File: config.mk
export PLATFORM = sky130hd
export DESIGN_NAME = uart_prog_loader_flat
export DESIGN_NICKNAME = d
export VERILOG_FILES = /design/src/rtl/uart_prog_pkg.sv /design/src/rtl/uart_prog_loader_if.sv /design/src/rtl/uart_rx_core.sv /design/src/rtl/uart_prog_loader.sv /design/src/flat_wrapper.sv
export SDC_FILE = /design/constraint.sdc
export NUM_CORES = 1
export LEC_CHECK = 0
export ABC_AREA = 0
export CAP_MARGIN = 20
export CORE_MARGIN = 4
export CORE_UTILIZATION = 55
export CTS_CLUSTER_SIZE = 25
export DETAILED_ROUTE_END_ITERATION = 16
export PLACE_DENSITY = 0.82
export SYNTH_ARGS = -nofsm -noshare
export SYNTH_HDL_FRONTEND = slang
export SYNTH_SLANG_ARGS = --single-unit
File: constraint.sdc
create_clock -name clk -period 2.8 [get_ports clk]
set_input_delay 0.28 -clock clk [delete_from_list [all_inputs] [get_ports clk]]
set_output_delay 0.28 -clock clk [all_outputs]
set_load 0.02 [all_outputs]
File: src/rtl/uart_prog_pkg.sv
// Shared definitions for the UART program loader: oversampling factor,
// RX and loader state encodings, and the baud divider helper.
package uart_prog_pkg;

   localparam int OVERSAMPLE = 16;

   typedef enum logic [1:0] {
      R_IDLE  = 2'd0,
      R_START = 2'd1,
      R_DATA  = 2'd2,
      R_STOP  = 2'd3
   } rx_state_e;

   typedef enum logic [2:0] {
      S_IDLE = 3'd0,
      S_LEN0 = 3'd1,
      S_LEN1 = 3'd2,
      S_DATA = 3'd3,
      S_DONE = 3'd4
   } ld_state_e;

   // Clocks per oversampling tick; never below one so the divider stays legal.
   function automatic int baud_div(input int clk_hz, input int baud);
      int div;
      div = clk_hz / (baud * OVERSAMPLE);
      if (div < 1) begin
         div = 1;
      end else begin
         div = div;
      end
      return div;
   endfunction

endpackage

File: src/rtl/uart_prog_loader_if.sv
// Programming-port bus between the loader (master) and the program ROM port A (slave).
interface uart_prog_loader_if #(
   parameter int ADDR_W = 14
);
   logic              upg_rst;   // 1 = fetch owns ROM, 0 = loading
   logic              upg_wen;   // one-cycle write strobe
   logic [ADDR_W-1:0] upg_adr;   // word address
   logic [31:0]       upg_dat;   // write data
   logic              upg_done;  // sticky session-complete flag

   modport master (
      output upg_rst,
      output upg_wen,
      output upg_adr,
      output upg_dat,
      output upg_done
   );

   modport slave (
      input upg_rst,
      input upg_wen,
      input upg_adr,
      input upg_dat,
      input upg_done
   );
endinterface

File: src/rtl/uart_rx_core.sv
// 8N1 UART receiver: 2-FF input synchronizer, free-running 16x tick divider
// and a tick-qualified RX FSM producing one-clock byte / framing-error pulses.
module uart_rx_core
   import uart_prog_pkg::*;
#(
   parameter int CLK_HZ = 100_000_000,
   parameter int BAUD   = 128_000
) (
   input  logic       clk,
   input  logic       rst,        // asynchronous, active-low
   input  logic       rx_i,
   output logic [7:0] byte_o,
   output logic       byte_vld_o,
   output logic       ferr_o
);

   localparam int DIV   = baud_div(CLK_HZ, BAUD);
   localparam int DIV_W = (DIV > 1) ? $clog2(DIV) : 1;

   logic [1:0]       sync_q;
   logic             prev_q;
   logic [DIV_W-1:0] div_q;
   logic             tick_s;
   logic             rx_s;
   logic             fall_s;

   rx_state_e        state_q, state_d;
   logic [3:0]       cnt_q, cnt_d;
   logic [2:0]       bit_q, bit_d;
   logic [7:0]       shift_q, shift_d;
   logic             vld_q, vld_d;
   logic             ferr_q, ferr_d;

   assign rx_s   = sync_q[1];
   assign fall_s = prev_q & ~sync_q[1];
   assign tick_s = (div_q == DIV_W'(DIV - 1));

   // Bring the asynchronous line into the clk domain and keep the previous level for edge detect.
   always_ff @(posedge clk or negedge rst) begin
      if (!rst) begin
         sync_q <= 2'b11;
         prev_q <= 1'b1;
      end else begin
         sync_q <= {sync_q[0], rx_i};
         prev_q <= sync_q[1];
      end
   end

   // Free-running oversampling divider; tick fires once every DIV clocks.
   always_ff @(posedge clk or negedge rst) begin
      if (!rst) begin
         div_q <= '0;
      end else if (tick_s) begin
         div_q <= '0;
      end else begin
         div_q <= div_q + DIV_W'(1);
      end
   end

   // RX FSM state and datapath registers.
   always_ff @(posedge clk or negedge rst) begin
      if (!rst) begin
         state_q <= R_IDLE;
         cnt_q   <= 4'd0;
         bit_q   <= 3'd0;
         shift_q <= 8'd0;
         vld_q   <= 1'b0;
         ferr_q  <= 1'b0;
      end else begin
         state_q <= state_d;
         cnt_q   <= cnt_d;
         bit_q   <= bit_d;
         shift_q <= shift_d;
         vld_q   <= vld_d;
         ferr_q  <= ferr_d;
      end
   end

   // RX next-state: mid-bit sampling, start-bit glitch rejection, stop-bit check.
   always_comb begin
      state_d = state_q;
      cnt_d   = cnt_q;
      bit_d   = bit_q;
      shift_d = shift_q;
      vld_d   = 1'b0;
      ferr_d  = 1'b0;
      case (state_q)
         R_IDLE: begin
            cnt_d = 4'd0;
            bit_d = 3'd0;
            if (fall_s) begin
               state_d = R_START;
            end else begin
               state_d = R_IDLE;
            end
         end
         R_START: begin
            if (tick_s) begin
               if (cnt_q == 4'd7) begin
                  cnt_d = 4'd0;
                  if (rx_s == 1'b0) begin
                     state_d = R_DATA;
                  end else begin
                     state_d = R_IDLE;   // line back high: glitch, not a start bit
                  end
               end else begin
                  cnt_d = cnt_q + 4'd1;
               end
            end else begin
               cnt_d = cnt_q;
            end
         end
         R_DATA: begin
            if (tick_s) begin
               if (cnt_q == 4'd15) begin
                  cnt_d   = 4'd0;
                  shift_d = {rx_s, shift_q[7:1]};   // LSB arrives first
                  bit_d   = bit_q + 3'd1;
                  if (bit_q == 3'd7) begin
                     state_d = R_STOP;
                  end else begin
                     state_d = R_DATA;
                  end
               end else begin
                  cnt_d = cnt_q + 4'd1;
               end
            end else begin
               cnt_d = cnt_q;
            end
         end
         R_STOP: begin
            if (tick_s) begin
               if (cnt_q == 4'd15) begin
                  cnt_d   = 4'd0;
                  state_d = R_IDLE;
                  if (rx_s) begin
                     vld_d = 1'b1;
                  end else begin
                     ferr_d = 1'b1;
                  end
               end else begin
                  cnt_d = cnt_q + 4'd1;
               end
            end else begin
               cnt_d = cnt_q;
            end
         end
         default: begin
            state_d = R_IDLE;
         end
      endcase
   end

   assign byte_o     = shift_q;
   assign byte_vld_o = vld_q;
   assign ferr_o     = ferr_q;

endmodule

File: src/rtl/uart_prog_loader.sv
// Receives a length-prefixed program image over UART and turns it into
// 32-bit word writes on the programming bus; releases fetch when complete.
module uart_prog_loader
   import uart_prog_pkg::*;
#(
   parameter int CLK_HZ    = 100_000_000,
   parameter int BAUD      = 128_000,
   parameter int ADDR_W    = 14,
   parameter int MAX_WORDS = 16384
) (
   input  logic               clk,
   input  logic               rst,          // asynchronous, active-low
   input  logic               start_i,
   input  logic               rx_i,
   output logic               frame_err_o,
   uart_prog_loader_if.master upg
);

   localparam logic [16:0] MAX_W = 17'(MAX_WORDS);

   logic [7:0]        rx_byte_s;
   logic              rx_vld_s;
   logic              rx_ferr_s;

   ld_state_e         state_q, state_d;
   logic [16:0]       word_idx_q, word_idx_d;
   logic [1:0]        byte_idx_q, byte_idx_d;
   logic [7:0]        len_lo_q, len_lo_d;
   logic [16:0]       eff_q, eff_d;
   logic [23:0]       buf_q, buf_d;
   logic              upg_rst_q, upg_rst_d;
   logic              wen_q, wen_d;
   logic [ADDR_W-1:0] adr_q, adr_d;
   logic [31:0]       dat_q, dat_d;
   logic              done_q, done_d;
   logic              ferr_q, ferr_d;

   logic [15:0]       len_s;
   logic [16:0]       eff_s;
   logic [16:0]       word_nxt_s;
   logic              abort_s;

   uart_rx_core #(
      .CLK_HZ (CLK_HZ),
      .BAUD   (BAUD)
   ) u_rx (
      .clk        (clk),
      .rst        (rst),
      .rx_i       (rx_i),
      .byte_o     (rx_byte_s),
      .byte_vld_o (rx_vld_s),
      .ferr_o     (rx_ferr_s)
   );

   // Word count arrives high byte second; oversize images are clamped.
   assign len_s      = {rx_byte_s, len_lo_q};
   assign eff_s      = ({1'b0, len_s} > MAX_W) ? MAX_W : {1'b0, len_s};
   assign word_nxt_s = word_idx_q + 17'd1;
   assign abort_s    = rx_ferr_s && (state_q inside {S_LEN0, S_LEN1, S_DATA});

   // Loader state, counters, word buffer and registered bus outputs.
   always_ff @(posedge clk or negedge rst) begin
      if (!rst) begin
         state_q    <= S_IDLE;
         word_idx_q <= 17'd0;
         byte_idx_q <= 2'd0;
         len_lo_q   <= 8'd0;
         eff_q      <= 17'd0;
         buf_q      <= 24'd0;
         upg_rst_q  <= 1'b1;
         wen_q      <= 1'b0;
         adr_q      <= '0;
         dat_q      <= 32'd0;
         done_q     <= 1'b0;
         ferr_q     <= 1'b0;
      end else begin
         state_q    <= state_d;
         word_idx_q <= word_idx_d;
         byte_idx_q <= byte_idx_d;
         len_lo_q   <= len_lo_d;
         eff_q      <= eff_d;
         buf_q      <= buf_d;
         upg_rst_q  <= upg_rst_d;
         wen_q      <= wen_d;
         adr_q      <= adr_d;
         dat_q      <= dat_d;
         done_q     <= done_d;
         ferr_q     <= ferr_d;
      end
   end

   // Loader next-state: start_i restarts from any state and beats a coincident byte.
   always_comb begin
      state_d    = state_q;
      word_idx_d = word_idx_q;
      byte_idx_d = byte_idx_q;
      len_lo_d   = len_lo_q;
      eff_d      = eff_q;
      buf_d      = buf_q;
      upg_rst_d  = upg_rst_q;
      wen_d      = 1'b0;
      adr_d      = adr_q;
      dat_d      = dat_q;
      done_d     = done_q;
      ferr_d     = ferr_q;
      if (start_i) begin
         state_d    = S_LEN0;
         word_idx_d = 17'd0;
         byte_idx_d = 2'd0;
         upg_rst_d  = 1'b0;
         done_d     = 1'b0;
         ferr_d     = 1'b0;
      end else if (abort_s) begin
         // Bad stop bit: give ROM back to fetch, leave the partial image in place.
         state_d   = S_IDLE;
         upg_rst_d = 1'b1;
         done_d    = 1'b0;
         ferr_d    = 1'b1;
      end else begin
         case (state_q)
            S_IDLE: begin
               upg_rst_d = 1'b1;
            end
            S_LEN0: begin
               if (rx_vld_s) begin
                  len_lo_d = rx_byte_s;
                  state_d  = S_LEN1;
               end else begin
                  state_d = S_LEN0;
               end
            end
            S_LEN1: begin
               if (rx_vld_s) begin
                  eff_d = eff_s;
                  if (eff_s == 17'd0) begin
                     state_d = S_DONE;
                  end else begin
                     state_d = S_DATA;
                  end
               end else begin
                  state_d = S_LEN1;
               end
            end
            S_DATA: begin
               if (rx_vld_s) begin
                  case (byte_idx_q)
                     2'd0: buf_d[7:0]   = rx_byte_s;
                     2'd1: buf_d[15:8]  = rx_byte_s;
                     2'd2: buf_d[23:16] = rx_byte_s;
                     default: begin
                        wen_d      = 1'b1;
                        adr_d      = word_idx_q[ADDR_W-1:0];
                        dat_d      = {rx_byte_s, buf_q};
                        word_idx_d = word_nxt_s;
                        if (word_nxt_s == eff_q) begin
                           state_d = S_DONE;
                        end else begin
                           state_d = S_DATA;
                        end
                     end
                  endcase
                  byte_idx_d = byte_idx_q + 2'd1;   // 3 wraps to 0 for the next word
               end else begin
                  state_d = S_DATA;
               end
            end
            S_DONE: begin
               done_d    = 1'b1;
               upg_rst_d = 1'b1;
               state_d   = S_IDLE;
            end
            default: begin
               state_d   = S_IDLE;
               upg_rst_d = 1'b1;
            end
         endcase
      end
   end

   assign upg.upg_rst  = upg_rst_q;
   assign upg.upg_wen  = wen_q;
   assign upg.upg_adr  = adr_q;
   assign upg.upg_dat  = dat_q;
   assign upg.upg_done = done_q;
   assign frame_err_o  = ferr_q;

endmodule

File: src/flat_wrapper.sv
// flat-port wrapper written by rule: the top's interface ports become plain ports
module uart_prog_loader_flat import uart_prog_pkg::*;
#(
   parameter int CLK_HZ    = 100_000_000,
   parameter int BAUD      = 128_000,
   parameter int ADDR_W    = 14,
   parameter int MAX_WORDS = 16384
)
  (clk, rst, start_i, rx_i, frame_err_o, upg_upg_rst, upg_upg_wen, upg_upg_adr, upg_upg_dat, upg_upg_done);
  uart_prog_loader_if #(.ADDR_W(ADDR_W)) upg_i ();
  input  logic clk;
  input  logic rst;
  input  logic start_i;
  input  logic rx_i;
  output logic frame_err_o;
  output wire logic [$bits(upg_i.upg_rst)-1:0] upg_upg_rst;
  output wire logic [$bits(upg_i.upg_wen)-1:0] upg_upg_wen;
  output wire logic [$bits(upg_i.upg_adr)-1:0] upg_upg_adr;
  output wire logic [$bits(upg_i.upg_dat)-1:0] upg_upg_dat;
  output wire logic [$bits(upg_i.upg_done)-1:0] upg_upg_done;
  assign upg_upg_rst = upg_i.upg_rst;
  assign upg_upg_wen = upg_i.upg_wen;
  assign upg_upg_adr = upg_i.upg_adr;
  assign upg_upg_dat = upg_i.upg_dat;
  assign upg_upg_done = upg_i.upg_done;
  uart_prog_loader #(.CLK_HZ(CLK_HZ), .BAUD(BAUD), .ADDR_W(ADDR_W), .MAX_WORDS(MAX_WORDS)) u_core (.clk(clk), .rst(rst), .start_i(start_i), .rx_i(rx_i), .frame_err_o(frame_err_o), .upg(upg_i));
endmodule
==> Changelog: implementation, run 1 <==
### Metrics

- Final setup vio count: 0
- Routed length on met1: approximately 6000 um
- Tightest Pin Transition: 0.805 ns
- Internal: between 3000 and 4000 uW
- Run status: finished, final reports clean
- Sequential share of the synthesized area: ~56%
- Area delta synth->final: 18.6%
- Router iterations before antenna repair: 5
- Fin crit share: 92.2%
- Mapped Area: approximately 0.0067 sq mm
- Yosys stat area: 0.00666 sq mm
- Crit-path max FO: 7
- HPWL Detailed: roughly 9300 um
- Clk slew on worst S/H paths: roughly 0.060 ns
- # Cells Yosys: between 500 and 600
- Cell row count: 39
- Die extent in x: 118 um
- Syn Inst Count: roughly 560
- Cell Pwr Density: around 550 mW/mm^2
- Hold Vio Cnt, Final: 0
- Vias in the first global route: about 4,700
- Worst Skew: 0.0102 ns
- Sw Pwr: between 900 and 1000 uW
- Total grt overflow: 0
- Maximum vdd drop: approximately 420 uV
- Critical-path cell list: ha_1 -> and4_1 -> nand4_2 -> o31ai_1 -> o211ai_1 -> nand4bb_1 -> a2111oi_2
- Hold Crit Class: in2reg
- Share of cells above drive strength 1: 20.3%
- Min Hold Slack: ~0.26 ns
- Floorplan utilization: between 50% and 60%
- Initial drt markers: around 270
- Dominant Register Cell: dfrtp_1
- Registers, synthesis: 148
- Port Buf Inserts: between 50 and 60
- Vias: between 4,000 and 5,000
- Crit Path Class: reg2reg
- Asr flop ratio synth: 100%
- Count of final max-slew check failures: 0
- Comb pwr share: between 1 and 1.5%
- Post-synth top area cell: dfrtp_1
- CP Capture Type: flop
- Most frequent logic cell in the layout: dfrtp_1
- Synth unique cells: approximately 60
- Routed vias/inst: ~6
- Top Layout Cells: 144 x dfrtp_1, 65 x mux2_2, 52 x clkdlybuf4s50_1
- Pin count of the biggest net entering global routing: 89
- Chip area: 0.0139 sq mm
- CTS Root Cell: clkbuf_16
- Setup crit start kind: flop
- YS warnings: 0
- Crit path DRT: a little over 3 ns
- Fillers: ~860
- Core Area: between 0.01 and 0.015 sq mm
- CTS tree: done
- Sequential share of power: about half
- Antenna diode count: 0
- First-pass GRT wire length: around 24,000 um
- Fin crit period: around 2.6 ns
- WL met3: around 590 um
- Max Clk Rate: around 390 MHz
- RSZ-0062 raised after global routing: no
- DR top layer: met4
- Leak pwr: around 0.0037 uW
- DRC: 0
- Most common cell in the netlist: dfrtp_1
- Die height: 118 um
- Final weighted congestion in routability-driven placement: between 0.8 and 0.9
## run 1: state kept, by name, summed over array words and instances (netlist names), 3 cells and up, named ones only
name                count
u_core.state_q          3
u_core.u_rx.byte_o      8
u_core.eff_q           16
u_core.len_lo_q         8
u_core.u_rx.cnt_q       4
u_core.word_idx_q      17
u_core.u_rx.bit_q       3
u_core.u_rx.div_q       6
u_core.buf_q           24
u_core.upg.upg_adr     14
u_core.upg.upg_dat     32
## run 1: through the flow
step | cells | total power (uW) | instance area [sq um] | setup WS [ns] | utilization [%]
after floorplan | 559 | 2190 | 6660 | 0.484 | -
after global placement | 731 | 2240 | 7320 | 0.448 | 63.0
after detailed placement | 731 | 2240 | 7320 | 0.338 | 63.0
after CTS | 764 | 4410 | 7910 | 0.212 | 68.1
after global routing | 764 | 4530 | 7910 | 0.0750 | 68.1
final | 764 | 4370 | 7910 | 0.220 | 68.1
## run 1: area by class of cell
type	instances	area (sq um)	area share, %
Sequential cell	148	3710	46.9
Multi-Input combinational cell	364	2760	34.9
Timing Repair Buffer	66	644	8.15
Clock buffer	20	467	5.90
Tap cell	143	179	2.26
Clock inverter	12	106	1.35
Inverter	11	41.3	0.522
## run 1: per-layer routing
metal  vias to the layer above  track usage [%]
met5                         -                0
met4                         0             7.03
met3                        18             5.86
met2                       103             37.4
met1                      2302             27.2
li1                       2079                -
## run 1: repair_timing
action,4_1_cts,5_1_grt
hold endpoints to repair,81,0
hold buffers,1,0
gates resized,0,0
buffers inserted,0,0
## run 1: worst paths after layout
| path | from | to | slack (ns) | cells past startpoint |
|---|---|---|---|---|
| min in group asynchronous | rst | u_core.upg.upg_adr[8] | 0.48 | 2 |
| setup / recovery | u_core.word_idx_q[0] | u_core.state_q[2] | 0.22 | 7 |
| hold / removal | rx_i | u_core.u_rx.sync_q[0] | 0.26 | 1 |
| hold reg to reg | u_core.u_rx.sync_q[0] | u_core.u_rx.sync_q[1] | 0.36 | 0 |
| setup reg to reg | u_core.word_idx_q[0] | u_core.state_q[2] | 0.22 | 7 |
| max in group asynchronous | rst | u_core.buf_q[13] | 1.47 | 3 |
## run 1: logic make-up (layout without fill, tap and decap cells)
group,after synthesis,after routing,share of synthesized area (%)
mux,88,88,14.8
flops,148,148,55.7
buf+inv,47,109,2.99
simple gates,152,152,11.8
xor+xnor,36,36,4.73
compound gates,79,79,8.32
fa+ha+maj,9,9,1.69
## run 1: power groups by stage
stage | registers, uW | clock network, uW | logic (uW)
floorplan | 2180 | 0 | 5.77
global placement | 2180 | 0 | 56.8
detailed placement | 2180 | 0 | 58.3
CTS | 2140 | 2210 | 59.9
global route | 2140 | 2320 | 66.6
finish | 2140 | 2160 | 56.3
## run 1: critical path: cells and delay by family (launching register included)
family / cells / cell delay, ns
flip-flops: 1 / 0.45
AND-OR/OR-AND: 3 / 0.84
AND/OR/NAND/NOR: 3 / 0.92
adder cells (fa/ha/maj): 1 / 0.26
**Run 1: congestion heat map**

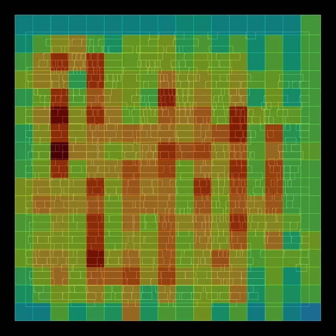
GR Layer Usage met1: 27.2%
Final Core Density: 68.1%
GRT Max-Usage Layer: met2
Wirelength per Cell: 18.6 um
Overall Global Routing Usage: 21.9%

**Run 1: sizing map**

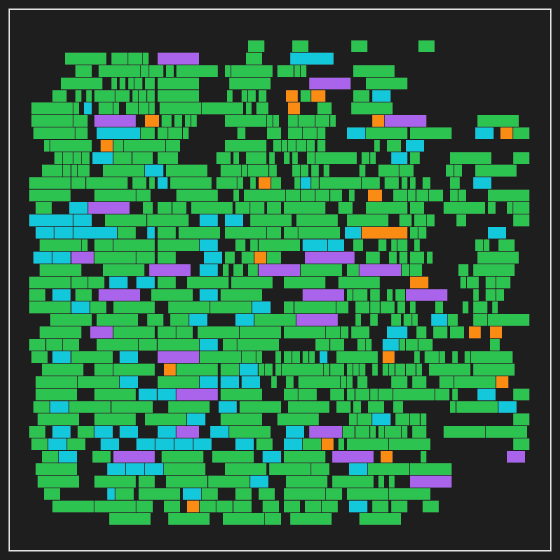
_3 and _4 cells -> orange  # cells 20, most used buf_4
_2 cells -> cyan  # cells 83, most used mux2_2
_0 and _1 cells -> green  # cells 495, most used dfrtp_1
_6 and larger -> purple  # cells 23, most used clkbuf_16

**Run 1: placement by cell class**

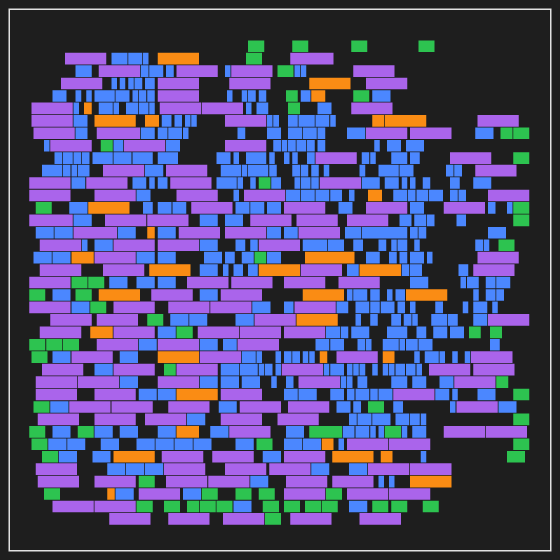
remaining buffers and delay cells -> green  # cells 66, share of their area 8.3%
clock drivers and dummy loads -> orange  # cells 32, share of their area 7.4%
sequential cells -> purple  # cells 148, share of their area 48%
combinational and other logic -> blue  # cells 375, share of their area 36%

--- run 2 (diff from run 1) ---
CORE_MARGIN = default   (was 4)
HOLD_SLACK_MARGIN = 0.05   (was default)
**Run 2: congestion heat map**

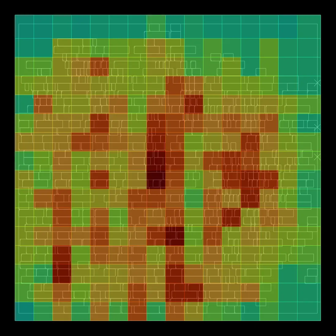
Final Core Density: 68.0%
M2 GR Usage: 40.9%
Wirelength per Cell: 18.2 um
Overall Global Routing Usage: 24.6%

**Run 2: placement density heat map**

Scale bar: 20 um. The die is cut into 11 by 11 equal tiles; dark blue is low, red is high, 0 to 100% covered.
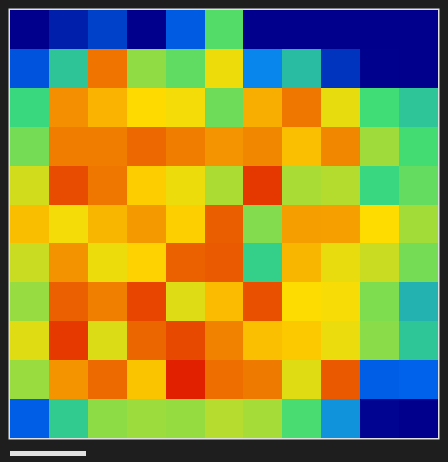
tiles over 75% full = 41%
emptiest ninth of the die = upper right
mean over tiles = 61%
fullest tile = 96%
nearly empty tiles = 9.1%

**Run 2: routed metal per tile**

Scale bar: 20 um. The die is cut into 22 by 22 equal tiles; dark blue is low, red is high, scaled to the fullest tile. Values are wire area over tile area, all layers added.
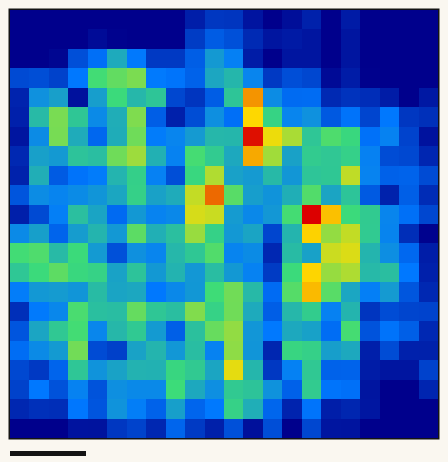
mean over tiles = 0.17
tiles over half the peak = 12%
fullest tile = 0.63
emptiest ninth of the die = upper right
nearly empty tiles = 12%
vias: 4,480
total routed wirelength: 13,800 um

==> run 2 against run 1 <==
The flow now finishes with violations (design-rule violations). Clock power barely moved. Via count fell by 0.49%. Maximum frequency rose by 3.7%. First-iteration DRC count fell by 15%. Worst setup slack improved by 0.092 ns. Global-route usage rose by 2.6 points. Count of clock-buffer cells in the layout fell by 1. Flip-flop count did not move. Register-to-register slack improved by 0.09 ns. Non-clock buffer count fell by 2. Power rose by 0.26%. Worst hold slack improved by 0.0053 ns.
==> Changelog: implementation, run 2 <==
### Metrics

- DRC: 3
- Final weighted congestion in routability-driven placement: around 0.85
- CTS tree: done
- Vias in the first global route: between 4,000 and 5,000
- Total grt overflow: 0
- Antenna diode count: 0
- Chip area: ~0.013 sq mm
- Fin crit period: around 2.5 ns
- Fin nets: 619
- Final setup vio count: 0
- Clk slew on worst S/H paths: approximately 0.06 ns
- Yosys stat area: 0.00666 sq mm
- Post-synth top area cell: dfrtp_1
- Hold buffers post-CTS: 1
- Dominant Register Cell: dfrtp_1
- Final std cells w/o fill: between 700 and 800
- Count of final max-slew check failures: 0
- Max Clk Rate: between 400 and 500 MHz
- Synth unique cells: between 60 and 70
- Tightest Pin Transition: 0.555 ns
- Asr flop ratio synth: 100%
- # Cells Yosys: ~560
- Setup crit start kind: flop
- Mapped Area: around 0.0067 sq mm
- Crit-path max FO: 13
- Area delta synth->final: 18.4%
- Violated checks: design-rule violations
- Routed vias/inst: 5.88
- RSZ-0062 raised after global routing: no
- Port Buf Inserts: approximately 53
- Pin count of the biggest net entering global routing: roughly 56
- Boundary Pins: approximately 54
- YS warnings: 0
- Crit path DRT: 3.09 ns
- Fin crit share: between 80% and 90%
- Most common cell in the netlist: dfrtp_1
- Post-cts sizing count: 0
- Floorplan utilization: a little under three fifths
- Top Layout Cells: 144 x dfrtp_1, 65 x mux2_2, 52 x clkdlybuf4s50_1
- Router iterations before antenna repair: 10
- Die height: 112 um
- Hold Vio Cnt, Final: 0
- CP Capture Type: flop
- Crit Path Class: reg2reg
- Maximum vdd drop: about 440 uV
- Postcts setup bufs: 0
- Most frequent logic cell in the layout: dfrtp_1
- Largest register FFs: 32
- Cell row count: 39
- Die extent in x: 112 um
- Core Area: ~0.012 sq mm
- Initial drt markers: around 230
- Placed instance count: around 730
- HPWL Detailed: about 9000 um
- Sequential share of the synthesized area: ~56%
- CTS Root Cell: clkbuf_16
- Hold Crit Class: in2reg
- Worst Skew: between 0.007 and 0.008 ns
- Syn Inst Count: 559
- Run status: finished, violations left
- Cell Pwr Density: about 550 mW/mm^2
- Share of cells above drive strength 1: 20.0%
- Registers, synthesis: roughly 150
- First-pass GRT wire length: roughly 24,000 um
- Leak pwr: approximately 0.0037 uW
## run 2: netlist changes by cell type in the layout (fill, tap and decap cells not counted)
cell        delta
clkinvlp_4     -1
buf_4          -2
inv_8          +1
clkbuf_8       -1
inv_6          +3
clkinv_2       -1
clkinv_4       -1
## run 2: logic make-up after synthesis
| family | count (synthesis) | share of synthesized area (%) |
|---|---|---|
| buffers and inverters | 47 | 2.99 |
| flip-flops | 148 | 55.7 |
| multiplexers | 88 | 14.8 |
| AND-OR/OR-AND | 79 | 8.32 |
| XOR/XNOR | 36 | 4.73 |
| adder cells (fa/ha/maj) | 9 | 1.69 |
| AND/OR/NAND/NOR | 152 | 11.8 |
## run 2: cell type report
cell class | instances | area (sq um)
Sequential cell | 148 | 3710
Fill cell | 830 | 3720
Inverter | 11 | 41.3
Multi-Input combinational cell | 364 | 2760
Clock buffer | 19 | 453
Timing Repair Buffer | 64 | 629
Tap cell | 143 | 179
Clock inverter | 13 | 123
## run 2: final timing paths
path | from | endpoint | slack, ns | depth (start not counted)
setup / recovery | u_core.word_idx_q[2] | u_core.state_q[1] | 0.31 | 7
hold reg to reg | u_core.u_rx.sync_q[0] | u_core.u_rx.sync_q[1] | 0.36 | 0
hold / removal | rx_i | u_core.u_rx.sync_q[0] | 0.27 | 1
max in group asynchronous | rst | u_core.u_rx.prev_q | 1.66 | 3
min in group asynchronous | rst | u_core.buf_q[21] | 0.38 | 2
setup reg to reg | u_core.word_idx_q[2] | u_core.state_q[1] | 0.31 | 7
## run 2: routing by layer
| metal | vias to the layer above | track usage [%] | wire length (um) | share of wire, % |
|---|---|---|---|---|
| li1 | 2070 | - | - | - |
| met4 | 0 | 9.60 | 256 | 1.9 |
| met2 | 115 | 40.9 | 7040 | 51 |
| met5 | - | 0 | 0 | 0 |
| met3 | 24 | 7.61 | 676 | 4.9 |
| met1 | 2271 | 30.1 | 5870 | 42 |
## run 2: worst max-delay path, stage by stage (launching register included)
cell,delay (ns)
dfrtp_1,0.50
nand3_2,0.28
or3_4,0.47
a2111oi_4,0.35
nor3_1,0.12
or3_1,0.37
nor3_2,0.16
a2bb2oi_1,0.10
## run 2: power breakdown
| group | switching, uW | internal [uW] |
|---|---|---|
| combinational | 47.3 | 9.68 |
| sequential | 1.41 | 2140 |
| clock | 897 | 1280 |
| total | 946 | 3430 |
## run 2: metrics by stage
stage               total power (uW)  cell area, sq um  setup slack, ns  hold WS, ns  utilization (%)
detailed placement              2240              7310            0.329        0.267             62.9
global route                    4510              7890            0.157        0.251             68.0
finish                          4380              7890            0.312        0.267             68.0
floorplan                       2190              6660            0.484      -0.0156                -
CTS                             4410              7890            0.350        0.254             68.0
global placement                2240              7310            0.464        0.262             62.9
--- run 3 (diff from run 2) ---
SLEW_MARGIN = 10   (was default)
**Run 3: sizing map**

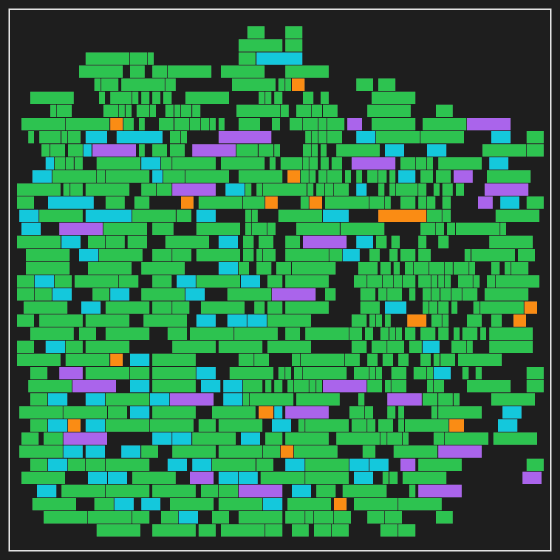
_2 cells -> cyan  # cells 82, most used mux2_2
_6 and larger -> purple  # cells 26, most used clkbuf_16
_3 and _4 cells -> orange  # cells 16, most used buf_4
_0 and _1 cells -> green  # cells 495, most used dfrtp_1
area delta synth->final: 18.4%
setup ws final: 0.312 ns
final instance area: 0.00789 sq mm

**Run 3: congestion heat map**

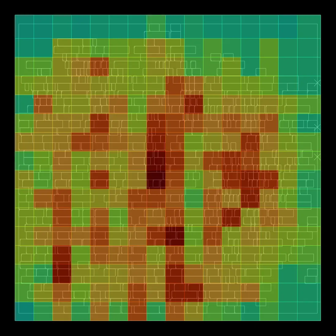
GR Layer Usage met1: 30.1%
GRT met3 Usage: 7.61%

**Run 3: routed metal per tile**

Scale bar: 20 um. The die is cut into 22 by 22 equal tiles; dark blue is low, red is high, scaled to the fullest tile. Values are wire area over tile area, all layers added.
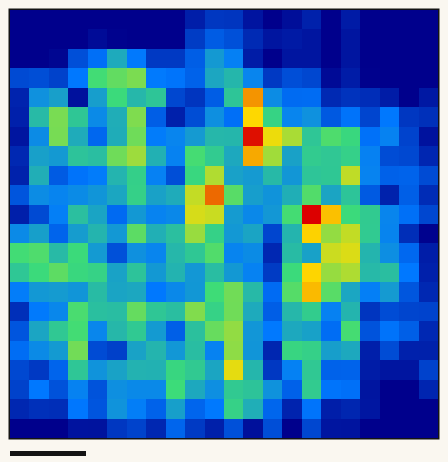
mean over tiles = 0.17
nearly empty tiles = 12%
tiles over half the peak = 12%
emptiest ninth of the die = upper right
fullest tile = 0.63

==> run 3 against run 2 <==
The run still ends with design-rule violations left. First-iteration DRC count unchanged. Critical path type unchanged. Non-clock buffer count stayed put. Critical path depth unchanged. Synthesized cell count did not move. Worst setup slack is the same. Largest power group unchanged. Sequential share of layout area unchanged. Count of clock-buffer cells in the layout stayed put. Flip-flop count did not move. Largest cell class unchanged. Critical endpoint unchanged. Register-to-register slack about the same. Utilization unchanged. Combinational power is essentially flat.
==> Changelog: implementation, run 3 <==
### Metrics

- Leak pwr: approximately 0.0037 uW
- Largest register FFs: 32
- Worst Path Arrival: ~2.8 ns
- Port Buf Inserts: 53
- Wirelength per Cell: 18.2 um
- Die height: around 110 um
- Cell row count: 39
- HPWL Detailed: approximately 9000 um
- Total grt overflow: 0
- Crit-path max FO: 13
- Most common cell in the netlist: dfrtp_1
- Syn Inst Count: 559
- Setup TNS: 0 ns
- Routed vias/inst: slightly below 6
- Insertion Delay late pin: around 0.42 ns
- Synth unique cells: approximately 61
- DRC: 3
- Net Count, Synth: between 500 and 600
- Registers, synthesis: 148
- RSZ-0062 raised after global routing: no
- Critical-path cell list: nand3_2 -> or3_4 -> a2111oi_4 -> nor3_1 -> or3_1 -> nor3_2 -> a2bb2oi_1
- Fillers: approximately 830
- YS warnings: 0
- Violated checks: design-rule violations
- CP bufs+invs: 0
- Boundary Pins: between 50 and 60
- Chip area: 0.0126 sq mm
- Tightest Pin Transition: 0.555 ns
- CP max-delay cell: dfrtp_1
- Floorplan utilization: 57.4%
- Postcts setup bufs: 0
- CP Capture Type: flop
- Setup crit start kind: flop
- Max Clk Rate: 402 MHz
- H-tree lvl count: 4
- Worst Skew: 0.00785 ns
- Synth cell count leaders: 144 x dfrtp_1, 65 x mux2_2, 44 x nor2_1
- Dominant Register Cell: dfrtp_1
- Min Hold Slack: 0.267 ns
- Pin count of the biggest net entering global routing: approximately 56
- Final setup vio count: 0
- First-pass GRT wire length: about 24,000 um
- Die extent in x: 112 um
- Crit path DRT: just over 3 ns
- Crit Path Class: reg2reg
- Fin nets: a little over 600
- Clock Path Buffers: 2
- Fin crit share: between 80 and 90%
- Asr flop ratio synth: 100%
- Vias: roughly 4,500
- CTS Root Cell: clkbuf_16
- Sequential cell area: between 0.003 and 0.004 sq mm
- Mapped Area: ~0.0067 sq mm
- Worst slew margin: about 63%
- Count of final max-slew check failures: 0
- CTS tree: done
- Top area cell types: dfrtp_1 54%, mux2_2 11%, mux2_1 3.4%
- Log Warnings: 29
- Core Area: between 0.01 and 0.015 sq mm
- Fin crit period: between 2 and 2.5 ns
- Overall Global Routing Usage: between 20% and 30%
- Hold Crit Class: in2reg
- Router iterations before antenna repair: 10
- Post-cts sizing count: 0
- Total CTS buffers: 17
- Sequential share of the synthesized area: 55.7%
- Vias in the first global route: between 4,000 and 5,000
- Share of cells above drive strength 1: between 20% and 30%
- # Cells Yosys: between 500 and 600
- Most frequent logic cell in the layout: dfrtp_1
- Post-synth top area cell: dfrtp_1
- CP delay by family, top: simple AND/OR/NAND/NOR gates
- Top Layout Cells: 144 x dfrtp_1, 65 x mux2_2, 52 x clkdlybuf4s50_1
- Final weighted congestion in routability-driven placement: approximately 0.85
- Yosys stat area: ~0.0067 sq mm
- Antenna diode count: 0
- Antenna violations before repair: 0
- Run status: finished, violations left
- Total of max-cap violations: 0
- Total routed wirelength: around 14,000 um
- Crit-path max cell delay: roughly 0.50 ns
- Initial drt markers: about 230
- Hold Vio Cnt, Final: 0
- Maximum vdd drop: 438 uV
- Gate Area: approximately 0.0028 sq mm
- Cell Pwr Density: 555 mW/mm^2
- Clk slew on worst S/H paths: around 0.06 ns
## run 3: cell counts in the layout (fill, tap and decap cells not counted)
No cell type changed its count.
## run 3: cell type report
class | count | share of cell area, %
Sequential cell | 148 | 47.0
Inverter | 11 | 0.523
Multi-Input combinational cell | 364 | 35.0
Timing Repair Buffer | 64 | 7.97
Tap cell | 143 | 2.27
Clock inverter | 13 | 1.55
Clock buffer | 19 | 5.74
## run 3: routing by layer
layer / global-route usage (%) / wire length (um)
met1: 30.1 / 5870
met2: 40.9 / 7040
met3: 7.61 / 676
met4: 9.60 / 256
met5: 0 / 0
## run 3: timing repair
action | in CTS | in global routing
endpoints found under the setup margin | 0 | 0
hold buffers | 1 | 0
endpoints found under the hold margin | 49 | 0
## run 3: stage by stage
step	utilization, %	area [sq um]	instances	total power, uW	setup slack (ns)
2_1_floorplan	-	6660	559	2190	0.484
3_3_place_gp	62.9	7310	729	2240	0.464
3_5_place_dp	62.9	7310	729	2240	0.329
4_1_cts	68.0	7890	762	4410	0.350
5_1_grt	68.0	7890	762	4510	0.157
6_report	68.0	7890	762	4380	0.312
## run 3: report_power, final
group / total [uW] / internal, uW / switching (uW)
sequential: 2140 / 2140 / 1.41
combinational: 56.9 / 9.68 / 47.3
clock: 2180 / 1280 / 897
total: 4380 / 3430 / 946
## run 3: cell families after synthesis
family / Yosys count / synth area share (%)
mux: 88 / 14.8
fa+ha+maj: 9 / 1.69
simple gates: 152 / 11.8
buf+inv: 47 / 2.99
flops: 148 / 55.7
compound gates: 79 / 8.32
xor+xnor: 36 / 4.73
## run 3: path summary, 6_finish.rpt
check	from	to	slack, ns	depth (start not counted)
setup / recovery	u_core.word_idx_q[2]	u_core.state_q[1]	0.31	7
hold / removal	rx_i	u_core.u_rx.sync_q[0]	0.27	1
setup reg to reg	u_core.word_idx_q[2]	u_core.state_q[1]	0.31	7
hold reg to reg	u_core.u_rx.sync_q[0]	u_core.u_rx.sync_q[1]	0.36	0
max in group asynchronous	rst	u_core.u_rx.prev_q	1.66	3
min in group asynchronous	rst	u_core.buf_q[21]	0.38	2
Power figures rest on the tool's default switching activity, not on a simulated workload.
